==> images/ff_map.png <==
Other sequential cells in the stronger gray, the rest of the logic in the fainter gray.
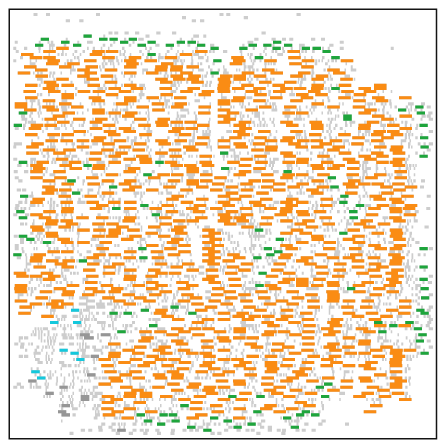
==> images/route_heat.png <==
Scale bar: 100 um. The die is cut into 38 by 38 equal tiles; dark purple is low, yellow is high, scaled to the fullest tile. Values are wire area over tile area, all layers added.
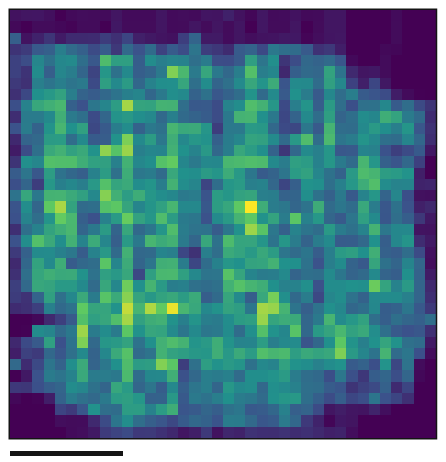
==> images/m4.png <==
Scale bar: 100 um. Supply wires on this layer in gray.
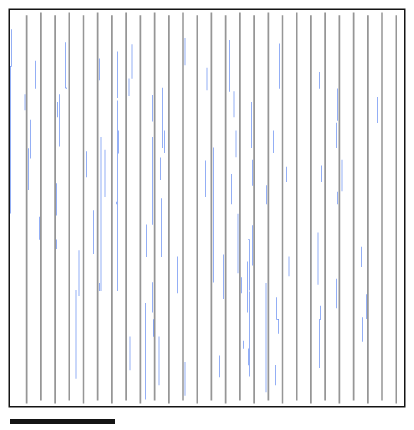
==> images/clock_wires.png <==
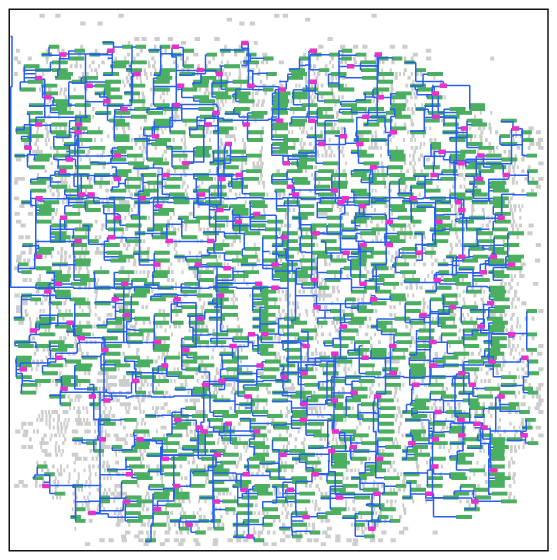
==> images/placed.png <==
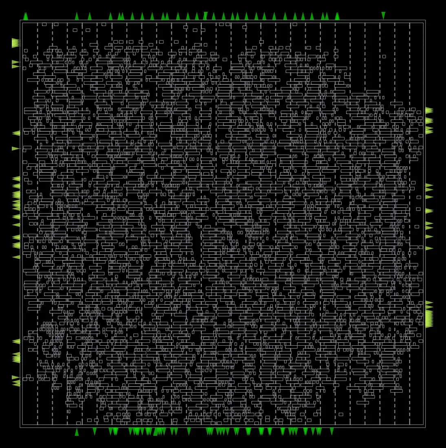
==> config.mk <==
export PLATFORM = sky130hd
export DESIGN_NAME = record_stream_fifo
export DESIGN_NICKNAME = d
export VERILOG_FILES = /design/src/rtl/record_fifo_pkg.sv /design/src/rtl/record_fifo_mem.sv /design/src/rtl/record_stream_fifo.sv
export SDC_FILE = /design/constraint.sdc
export NUM_CORES = 1
export LEC_CHECK = 0
export ABC_AREA = 1
export ABC_CLOCK_PERIOD_IN_PS = 4600
export CAP_MARGIN = 0
export CELL_PAD_IN_SITES_DETAIL_PLACEMENT = 1
export CELL_PAD_IN_SITES_GLOBAL_PLACEMENT = 1
export CORE_AREA = 2 2 374 376
export CTS_BUF_LIST = sky130_fd_sc_hd__clkbuf_8
export DETAILED_ROUTE_END_ITERATION = 16
export DIE_AREA = 0 0 376 378
export GPL_ROUTABILITY_DRIVEN = 0
export PLACE_DENSITY_LB_ADDON = 0.1
export SLEW_MARGIN = 20
export SYNTH_ARGS = -nofsm -noshare
export SYNTH_HDL_FRONTEND = slang
export SYNTH_SLANG_ARGS = --single-unit
==> constraint.sdc <==
create_clock -name clk -period 4.6 [get_ports clk]
set_input_delay 0.46 -clock clk [delete_from_list [all_inputs] [get_ports clk]]
set_output_delay 0.46 -clock clk [all_outputs]
set_load 0.01 [all_outputs]
==> results.cfg <==
; flow metrics
[status]
status = completed

[logic_synthesis]
area_leaders = edfxtp_1 68%, o21ai_0 7.2%, dfxtp_1 6.6%
top_cells_by_count = 1024 x edfxtp_1, 660 x nor2_1, 649 x o21ai_0, 329 x nand2_1, 256 x o22ai_1
synth_top_cell_by_area = edfxtp_1
synthesis.nets = 3628
ys.flops = 1174
yosys_warnings = 0

[global_routing]
antenna_found_initial = 3
grt_busiest_layer = met2
grtUsageMet3_pct = 3.10
first_global_vias = 31500
met2_usage_pct = 34.8

[critical_path]
slowest_stage = clkdlybuf4s50_1
crit_family = buffers and inverters
worstPathMaxFanout = 5
worst_path_most_repeated_cell = inv_1

[placement]
hpwl_um = 84200
dpl_cell_area_sq_um = 48600

[clock_network]
cts_tree = built
clk_pin_slew_ps = 60
cts_made_buffers = 204
h-tree-depth = 4
ctsResizeCount = 0

[sta]
report.final.slew_viol_count = 0
setup_tns_ps = 0
holdWs_ps = 109
final_hold_viol_count = 0
setup_violations = 0

[worst_hold_path]
whs_path_depth = 1

[drt]
ant_nets = 0
drt_iter0_markers = 2425
vias_per_cell = 5.16
routedWlPerCell_um = 25.7
firstDrtPassIters = 5

[job]
drv_cap = 0

[die]
fp-utilization_pct = 32.7
die_width_um = 376
fp.dieH_um = 378

[power_and_ir_drop]
p_total_mw = 30.3
p_per_area_nw_per_um2 = 576

[layout]
drive_above_1_share_pct = 9.16
## Picture notes: ff_map.png
`u_mem.r_mem`: shown in orange, placed flops 1024, where widely spread. `data_out`: shown in green, placed flops 128, where widely spread. `r_wr_ptr`: shown in cyan, placed flops 8, where bottom left.
Another 14 sequential cells are not colored.
Util after Layout: 37.9%
Seq group: 12.8 mW
sequential cell area: 33800 sq um

## Picture notes: route_heat.png
The fullest tile reaches 0.43. The mean over all tiles is 0.16. The emptiest ninth of the die: top right. 6.9% of the tiles are nearly empty.
total wire length: 148000 um
vias post-DR: 29.7k

## Picture notes: m4.png
The layer carries 3160 um of wire. The layer holds 2.1% of the routed length.

## Picture notes: clock_wires.png
flip-flops: shown in green, count 1174. clock-net drivers: shown in magenta, count 204. clock wires: shown in blue, length 17200 um.
Position of the flops: widely spread.
Clk pwr share: 30.4%
clk pwr: 9.20 mW
clk_lat worst skew: 910 ps

## Picture notes: placed.png
Layout fillers: 14.8k
final cell count without fillers: 5750
core area: 139000 sq um
sequential share of cell area: 64.3%
tap cells: 1807

-- per-layer routing --
layer / part of all wire (%) / wire, um
met2: 49 / 71900
met1: 46 / 67400
met4: 2.1 / 3160
met5: 0 / 0
met3: 3.6 / 5350
-- placed cells by master, fill, tap and decap left out, types with 2 or more instances in the layout --
master | netlist | layout
bufinv_16 | 0 | 4
inv_6 | 0 | 6
clkbuf_8 | 0 | 227
nand3_1 | 23 | 23
ha_1 | 13 | 13
o21bai_1 | 6 | 6
nand2_2 | 3 | 3
a31oi_1 | 128 | 128
nor3_1 | 4 | 4
dfxtp_4 | 0 | 3
buf_12 | 0 | 16
buf_4 | 6 | 53
o21ai_0 | 649 | 649
dfxtp_1 | 150 | 147
xor2_1 | 7 | 7
inv_2 | 5 | 4
inv_1 | 47 | 129
nor2_4 | 2 | 2
o22ai_1 | 256 | 256
clkinv_1 | 1 | 36
a21oi_1 | 15 | 15
nor2_2 | 2 | 2
xnor2_1 | 2 | 2
clkdlybuf4s50_1 | 0 | 147
nand4_4 | 7 | 7
clkinvlp_4 | 0 | 4
nor2_1 | 660 | 660
inv_8 | 0 | 4
clkinv_2 | 0 | 19
nand2_1 | 329 | 329
edfxtp_1 | 1024 | 1024
-- area by class of cell --
class                      instances  area [sq um]
fill                           14800         86000
sequential                      1174         33800
multi-input combinational       2117         10200
clock buffer                     227          3120
tap                             1807          2260
timing repair buffer             217          2200
clock inverter                   154           769
inverter                          53           224
antenna                            1          2.50
-- logic make-up after synthesis --
| family | Yosys count | share of synthesized area, % |
|---|---|---|
| xor+xnor | 9 | 0.174 |
| fa+ha+maj | 14 | 0.404 |
| buf+inv | 310 | 2.83 |
| compound gates | 1056 | 12.8 |
| simple gates | 1038 | 9.16 |
| flops | 1174 | 74.6 |
-- power breakdown --
part	switching, mW	internal (mW)	leakage (nW)	total [mW]
Sequential	0.563	12.2	10.4	12.8
Combinational	5.49	2.83	4.63	8.32
Clock	4.46	4.74	2.31	9.20
Power is estimated from default activity; no workload was simulated.
